`src/rtl/hwag_pkg.sv`:
```
// hwag_pkg: shared types and constants for the HWAG crank/cam path.
// Provides the crank generator FSM state type, default wheel geometry,
// minimum tooth period and the number of slots the cam signal spans.
package hwag_pkg;

  typedef enum logic [1:0] {
    StIdle,
    StToothHi,
    StToothLo,
    StGap
  } crank_gen_state_t;

  localparam int unsigned CRANK_TEETH_DEF  = 60;
  localparam int unsigned CRANK_GAP_DEF    = 2;
  localparam int unsigned CRANK_PERIOD_MIN = 2;
  localparam int unsigned CAM_SLOTS        = 5;

endpackage

```
`src/rtl/crank_slot_timer.sv`:
```
// crank_slot_timer: per-slot cycle counter with shadow/active period registers.
// Ports:
//   clk, rst_n   - clock, asynchronous active-low reset
//   period_i     - requested tooth period (clk cycles), captured on period_wr_i
//   period_wr_i  - one-cycle load strobe for the shadow period (clamped to >= 2)
//   start_i      - IDLE->run transition: counter at 0, active period <= shadow
//   run_i        - generator is running; counter advances
//   half_hit_o   - count == (P>>1)-1, last cycle of the high phase
//   pre_end_o    - count == P-2, one cycle before the slot boundary
//   slot_end_o   - count == P-1, slot boundary
module crank_slot_timer
  import hwag_pkg::*;
#(
  parameter int unsigned WIDTH = 24
) (
  input  logic             clk,
  input  logic             rst_n,
  input  logic [WIDTH-1:0] period_i,
  input  logic             period_wr_i,
  input  logic             start_i,
  input  logic             run_i,
  output logic             half_hit_o,
  output logic             pre_end_o,
  output logic             slot_end_o
);

  localparam logic [WIDTH-1:0] PeriodMin = WIDTH'(CRANK_PERIOD_MIN);

  logic [WIDTH-1:0] shadow_q, shadow_d;
  logic [WIDTH-1:0] active_q, active_d;
  logic [WIDTH-1:0] cnt_q, cnt_d;

  assign half_hit_o = (cnt_q == (active_q >> 1) - WIDTH'(1));
  assign pre_end_o  = (cnt_q == active_q - WIDTH'(2));
  assign slot_end_o = (cnt_q == active_q - WIDTH'(1));

  always_comb begin
    shadow_d = shadow_q;
    active_d = active_q;
    cnt_d    = cnt_q;
    if (period_wr_i) begin
      shadow_d = (period_i < PeriodMin) ? PeriodMin : period_i;
    end
    // The active period only ever takes the registered shadow, so a strobe
    // landing on a boundary cycle applies one slot later.
    if (start_i) begin
      active_d = shadow_q;
      cnt_d    = '0;
    end else if (run_i) begin
      if (slot_end_o) begin
        active_d = shadow_q;
        cnt_d    = '0;
      end else begin
        cnt_d = cnt_q + WIDTH'(1);
      end
    end else begin
      cnt_d = '0;
    end
  end

  always_ff @(posedge clk or negedge rst_n) begin
    if (!rst_n) begin
      shadow_q <= PeriodMin;
      active_q <= PeriodMin;
      cnt_q    <= '0;
    end else begin
      shadow_q <= shadow_d;
      active_q <= active_d;
      cnt_q    <= cnt_d;
    end
  end

endmodule

```
`src/rtl/crank_wheel_gen.sv`:
```
// crank_wheel_gen: synthetic TEETH-GAP crank trigger-wheel generator.
// Each revolution is TEETH slots of `period` clocks; the last GAP slots are
// missing teeth. Optional cam output enabled by macro CRANK_WHEEL_GEN_CAM_EN
// (one cam pulse over slots 0..CAM_SLOTS-1 every second revolution).
// Ports:
//   clk, rst_n  - clock, asynchronous active-low reset
//   enable      - level run request
//   period      - tooth period in clocks, loaded on period_wr
//   period_wr   - one-cycle shadow period load strobe
//   tooth       - crank signal (1 = tooth)
//   slot_num    - current slot index 0..TEETH-1
//   gap_active  - in a missing-tooth slot
//   rev_pulse   - one-cycle pulse on the last cycle of each revolution
//   busy        - FSM not idle
//   cam         - cam phase signal (0 when the cam feature is not built)
module crank_wheel_gen
  import hwag_pkg::*;
#(
  parameter int unsigned WIDTH = 24,
  parameter int unsigned TEETH = CRANK_TEETH_DEF,
  parameter int unsigned GAP   = CRANK_GAP_DEF
) (
  input  logic                     clk,
  input  logic                     rst_n,
  input  logic                     enable,
  input  logic [WIDTH-1:0]         period,
  input  logic                     period_wr,
  output logic                     tooth,
  output logic [$clog2(TEETH)-1:0] slot_num,
  output logic                     gap_active,
  output logic                     rev_pulse,
  output logic                     busy,
  output logic                     cam
);

  localparam int unsigned SlotW = $clog2(TEETH);
  localparam logic [SlotW-1:0] FirstGap = SlotW'(TEETH - GAP);
  localparam logic [SlotW-1:0] LastSlot = SlotW'(TEETH - 1);

  crank_gen_state_t state_q, state_d;
  logic [SlotW-1:0] slot_q, slot_d, slot_inc;
  logic             tooth_q, tooth_d;
  logic             gap_active_q, gap_active_d;
  logic             rev_pulse_q, rev_pulse_d;
  logic             busy_q, busy_d;
  logic             half_hit, pre_end, slot_end;

  crank_slot_timer #(
    .WIDTH(WIDTH)
  ) u_timer (
    .clk        (clk),
    .rst_n      (rst_n),
    .period_i   (period),
    .period_wr_i(period_wr),
    .start_i    ((state_q == StIdle) && enable),
    .run_i      (state_q != StIdle),
    .half_hit_o (half_hit),
    .pre_end_o  (pre_end),
    .slot_end_o (slot_end)
  );

  assign slot_inc = slot_q + SlotW'(1);

  always_comb begin
    state_d     = state_q;
    slot_d      = slot_q;
    rev_pulse_d = 1'b0;
    unique case (state_q)
      StIdle: begin
        slot_d = '0;
        if (enable) state_d = StToothHi;
      end
      StToothHi: begin
        if (half_hit) state_d = StToothLo;
      end
      StToothLo: begin
        if (slot_end) begin
          // Once the gap starts it always runs to the end of the revolution.
          if (slot_inc >= FirstGap) begin
            state_d = StGap;
            slot_d  = slot_inc;
          end else if (enable) begin
            state_d = StToothHi;
            slot_d  = slot_inc;
          end else begin
            state_d = StIdle;
            slot_d  = '0;
          end
        end
      end
      StGap: begin
        // Registered pulse: raise it from the cycle before the final one.
        if ((slot_q == LastSlot) && pre_end) rev_pulse_d = 1'b1;
        if (slot_end) begin
          if (slot_q == LastSlot) begin
            slot_d  = '0;
            state_d = enable ? StToothHi : StIdle;
          end else begin
            slot_d = slot_inc;
          end
        end
      end
      default: begin
        state_d = StIdle;
        slot_d  = '0;
      end
    endcase
    tooth_d      = (state_d == StToothHi);
    gap_active_d = (state_d == StGap);
    busy_d       = (state_d != StIdle);
  end

  always_ff @(posedge clk or negedge rst_n) begin
    if (!rst_n) begin
      state_q      <= StIdle;
      slot_q       <= '0;
      tooth_q      <= 1'b0;
      gap_active_q <= 1'b0;
      rev_pulse_q  <= 1'b0;
      busy_q       <= 1'b0;
    end else begin
      state_q      <= state_d;
      slot_q       <= slot_d;
      tooth_q      <= tooth_d;
      gap_active_q <= gap_active_d;
      rev_pulse_q  <= rev_pulse_d;
      busy_q       <= busy_d;
    end
  end

  assign tooth      = tooth_q;
  assign slot_num   = slot_q;
  assign gap_active = gap_active_q;
  assign rev_pulse  = rev_pulse_q;
  assign busy       = busy_q;

`ifdef CRANK_WHEEL_GEN_CAM_EN
  logic parity_q, parity_d;
  logic cam_q, cam_d;

  always_comb begin
    // Parity flips as the wrap to slot 0 happens; idle always restarts at 0.
    parity_d = parity_q ^ rev_pulse_q;
    if (state_d == StIdle) parity_d = 1'b0;
    cam_d = (state_d != StIdle) && (32'(slot_d) < CAM_SLOTS) && !parity_d;
  end

  always_ff @(posedge clk or negedge rst_n) begin
    if (!rst_n) begin
      parity_q <= 1'b0;
      cam_q    <= 1'b0;
    end else begin
      parity_q <= parity_d;
      cam_q    <= cam_d;
    end
  end

  assign cam = cam_q;
`else
  assign cam = 1'b0;
`endif

endmodule
```
`config.mk`:
```
export PLATFORM = sky130hd
export DESIGN_NAME = crank_wheel_gen
export DESIGN_NICKNAME = d
export VERILOG_FILES = /design/src/rtl/hwag_pkg.sv /design/src/rtl/crank_slot_timer.sv /design/src/rtl/crank_wheel_gen.sv
export SDC_FILE = /design/constraint.sdc
export NUM_CORES = 1
export LEC_CHECK = 0
export CAP_MARGIN = 20
export CORE_UTILIZATION = 60
export CTS_BUF_LIST = sky130_fd_sc_hd__clkbuf_4 sky130_fd_sc_hd__clkbuf_8
export DETAILED_ROUTE_END_ITERATION = 12
export PLACE_DENSITY = 0.82
export SYNTH_ARGS = -nofsm -noshare
export SYNTH_HDL_FRONTEND = slang
export SYNTH_SLANG_ARGS = --single-unit
```
`constraint.sdc`:
```
create_clock -name clk -period 4 [get_ports clk]
set_input_delay 0.8 -clock clk [delete_from_list [all_inputs] [get_ports clk]]
set_output_delay 0.8 -clock clk [all_outputs]
set_load 0.03 [all_outputs]
```
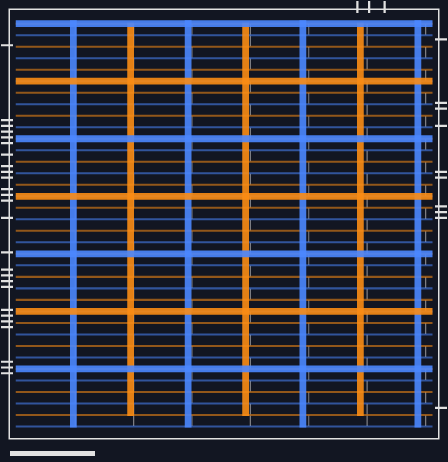
power_grid.png
Scale bar: 20 um. Pins as bars on the die edge. Tap cells in grey.
net	colour
VSS	blue
VDD	orange
met4 straps	7
met5 straps	7
signal pins	39
maximum vdd drop: 0.316 mV
total core area: 9370 sq um
chip height: 101 um

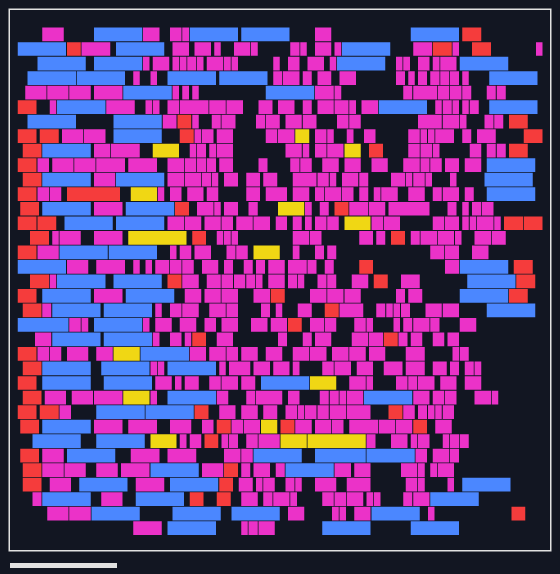
placement_by_type.png
Scale bar: 20 um.
class	colour	cells	share of their area
combinational and other logic	magenta	503	55%
clock drivers and dummy loads	yellow	15	3.4%
remaining buffers and delay cells	red	64	9.1%
sequential cells	blue	84	33%
row count: 35
fraction of area in registers: 0.318
post-layout util: 0.707
fin area: 6620 sq um

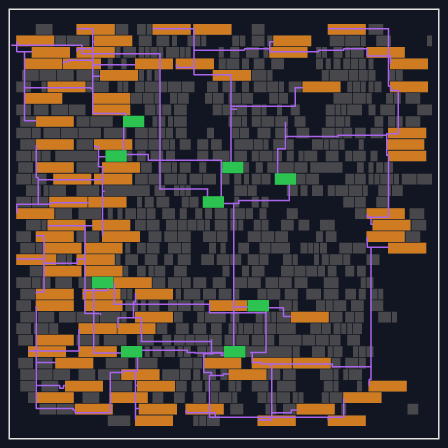
clk_routes.png
[clock wires] purple | length: 1140 um
[flip-flops] orange | count: 84
[clock drivers] green | count: 9
flops lie	widely spread
routed clock nets	10

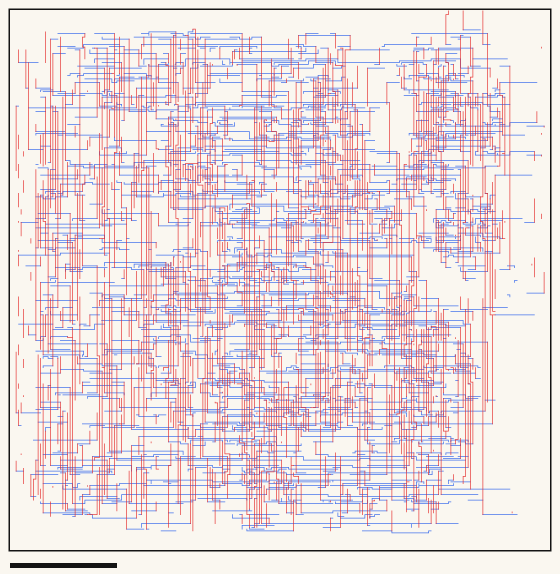
wires.png
Scale bar: 20 um. Two of the layers only.
layer	colour	wire length
metal 2	red	7290 um
metal 1	blue	6520 um

==> Changelog: implementation <==
### Metrics

- Pin count of the biggest net entering global routing: 57
- FA/HA/MAJ Cells, Area Fraction: 0.0106
- F_max: 0.260 GHz
- Routed WL: 15.2 mm
- Power per cell area: 616 nW/um^2
- Share of cells above drive strength 1: 0.164
- Hold Violations, Final: 0
- Final tally of max-slew violations: 0
- GR Layer Usage met3: 0.0573
- Pre-CTS setup slack: 150 ps
- Chip area: 10200 sq um
- Cell count after synthesis: 636
- Dominant kind of cell: logic gates
- Synth Area per Inst: 9.27 sq um
- Area leader share: 0.348
- HP Class: primary input to async pin
- Synth Area in XOR/XNOR: 0.144
- Nets: 695
- Global-route wire length before repair: 24.1 mm
- ANT nets after route: 0
- Status: finished clean
- Seq_cells: 84
- Top cell excl fill/tap: dfrtp_1
- Synth unique cells: 75
- Synthesis area per yosys: 5900 sq um
- Root Buffer: clkbuf_8
- Seq. cell area: 2100 sq um
- Synth top cell by count: dfrtp_1
- Placed instance count: 777
- WL met1: 6.52 mm
- Wire length per cell: 19.2 um
- Starting DRT DRC Count: 322
- NetSw: 1.72 mW
- Yosys reg bits: 84
- Commonest flop: dfrtp_1
- Mapped Area: 5900 sq um
- Vias in the first global route: 4774
- Io pins: 39
- Critical path endpoint category: flip-flop
- Final Critical Period: 3840 ps
- H-tree depth: 3
- Hold Worst Slack: 480 ps
- Synth area leader: dfrtp_1
- Crit Path Category: flip-flop to flip-flop
- Final setup violation count: 0
- Worst-path cell chain: inv_1 -> ha_2 -> or4b_4 -> or4_4 -> or4_1 -> a211oi_1 -> and4_4 -> a21o_1 -> and2_4 -> mux2_4
- CTS Sinks: 84
- Worst Skew: 22.6 ps
- Comb. pwr: 2.06 mW
- Simple share: 0.222
- Top cells by area: dfrtp_1, xnor2_1, xor2_1, mux2_4, mux2_2
- Final period util: 0.961
- Static leakage: 2.60 nW
- Seq share, synth: 0.357
- Worst-path clk slew: 100 ps
- TritonCTS clock tree: yes
- Yosys Warn Count: 0
- Clk pwr: 0.702 mW
- Mapped Nets: 669
- Slowest-stage cell, CP: or4_4
- Met1 usage: 0.403
- Top Consumer: combinational logic
- Clock buffer cells: 10
- Vias/cell: 6.24
- Ao+oa area frac: 0.105
- Total GRT Usage: 0.310
- Crit path buf inv count: 1
- TritonRoute pass-1 iters: 5
- Cts bufs inserted: 9
- Worst path required time: 4240 ps
- Relative slew slack: 0.519
- Mi-comb count: 485
- Highest routed layer: met4
- Unrepaired setup endpoints after global routing: no
- Mux cell area share: 0.101
- Post-CTS Setup Bufs: 0
- Main logic family: simple AND/OR/NAND/NOR gates
- Non-clock buffer share: 0.0892
- Initial antenna violation count: 0
- Hold buffer count at cts: 0
- Max_cap viols: 0
- Inverters: 18
- FFs w/ async S/R, synth: 1.00
- Critical path arrival: 4080 ps
- Post-route DRC: 0
- Vias: 4964
- Post-route insts no fill: 795
- Met2 GRT Util: 0.503
- GRT overflow: 0
- Met3 wire len: 948 um
- P_int: 2.36 mW
- Sw Share: 0.421
- Post-synth EDFFs: 0
- Cts repair resizes: 0
- N_taps: 129
- Clock tree buffer depth: 2
- Tool warnings: 27
- CP max FO: 12
- Clock-cell share of area: 0.0336
- Count of plain and timing-repair buffers: 64
- Logic pwr share: 0.505
- Comb area share: 0.525
- Met2 routed WL: 7.29 mm
- Sequential power: 1.32 mW
- GRT Max-Usage Layer: met2
- Clk_lat worst skew: 370 ps
- Worst-margin pin slew: 722 ps
- Total design power: 4.08 mW
- Top delay family on crit path: simple AND/OR/NAND/NOR gates
- Post-DP HPWL: 11.1 mm
- Die Span X: 101 um
- Ys cells: 636
- Fillers: 738
- Buffers on Ports: 37
- Clock power share: 0.172
- Most frequent cells in the layout: dfrtp_1, xnor2_1, nor2_1, xor2_1, clkdlybuf4s50_1
- Post-synth top cells: dfrtp_1, xnor2_1, nor2_1, xor2_1, nand2_1
- CP startpoint: u_timer.active_q[1]$_DFFE_PN1P_
- Sequential share of power: 0.323
- Starting Density: 0.629
- Fin worst setup slack: 157 ps
- Post-DP Area: 6340 sq um
- Area of the multi-input gates: 3480 sq um
- ANT cells: 0
- P&R area growth vs syn: 12.3%
- Crit path largest cell delay: 540 ps
- FF-to-FF Start: u_timer.active_q[1]$_DFFE_PN1P_
- TNS Setup: 0 ps
- GP Congestion: 0.984
- Critical path launch point type: flip-flop
path summary, 6_finish.rpt:
kind | end | slack, ps | cells after the start
max | u_timer.active_q[17]$_DFFE_PN0P_ | 160 | 10
min | u_timer.cnt_q[5]$_DFF_PN0_ | 480 | 1
max reg2reg | u_timer.active_q[17]$_DFFE_PN0P_ | 160 | 10
min reg2reg | u_timer.active_q[18]$_DFFE_PN0P_ | 500 | 1
max in group asynchronous | u_timer.shadow_q[1]$_DFFE_PN1P_ | 2610 | 2
min in group clk | u_timer.active_q[18]$_DFFE_PN0P_ | 500 | 1
state kept, by name, summed over array words and instances, names as in the netlist:
name              count
gap_active            1
u_timer.shadow_q     24
rev_pulse             1
busy                  1
u_timer.active_q     24
tooth                 1
slot_num              6
state_q               2
u_timer.cnt_q        24
No activity file was given, so power comes from the tool's default toggle rates.
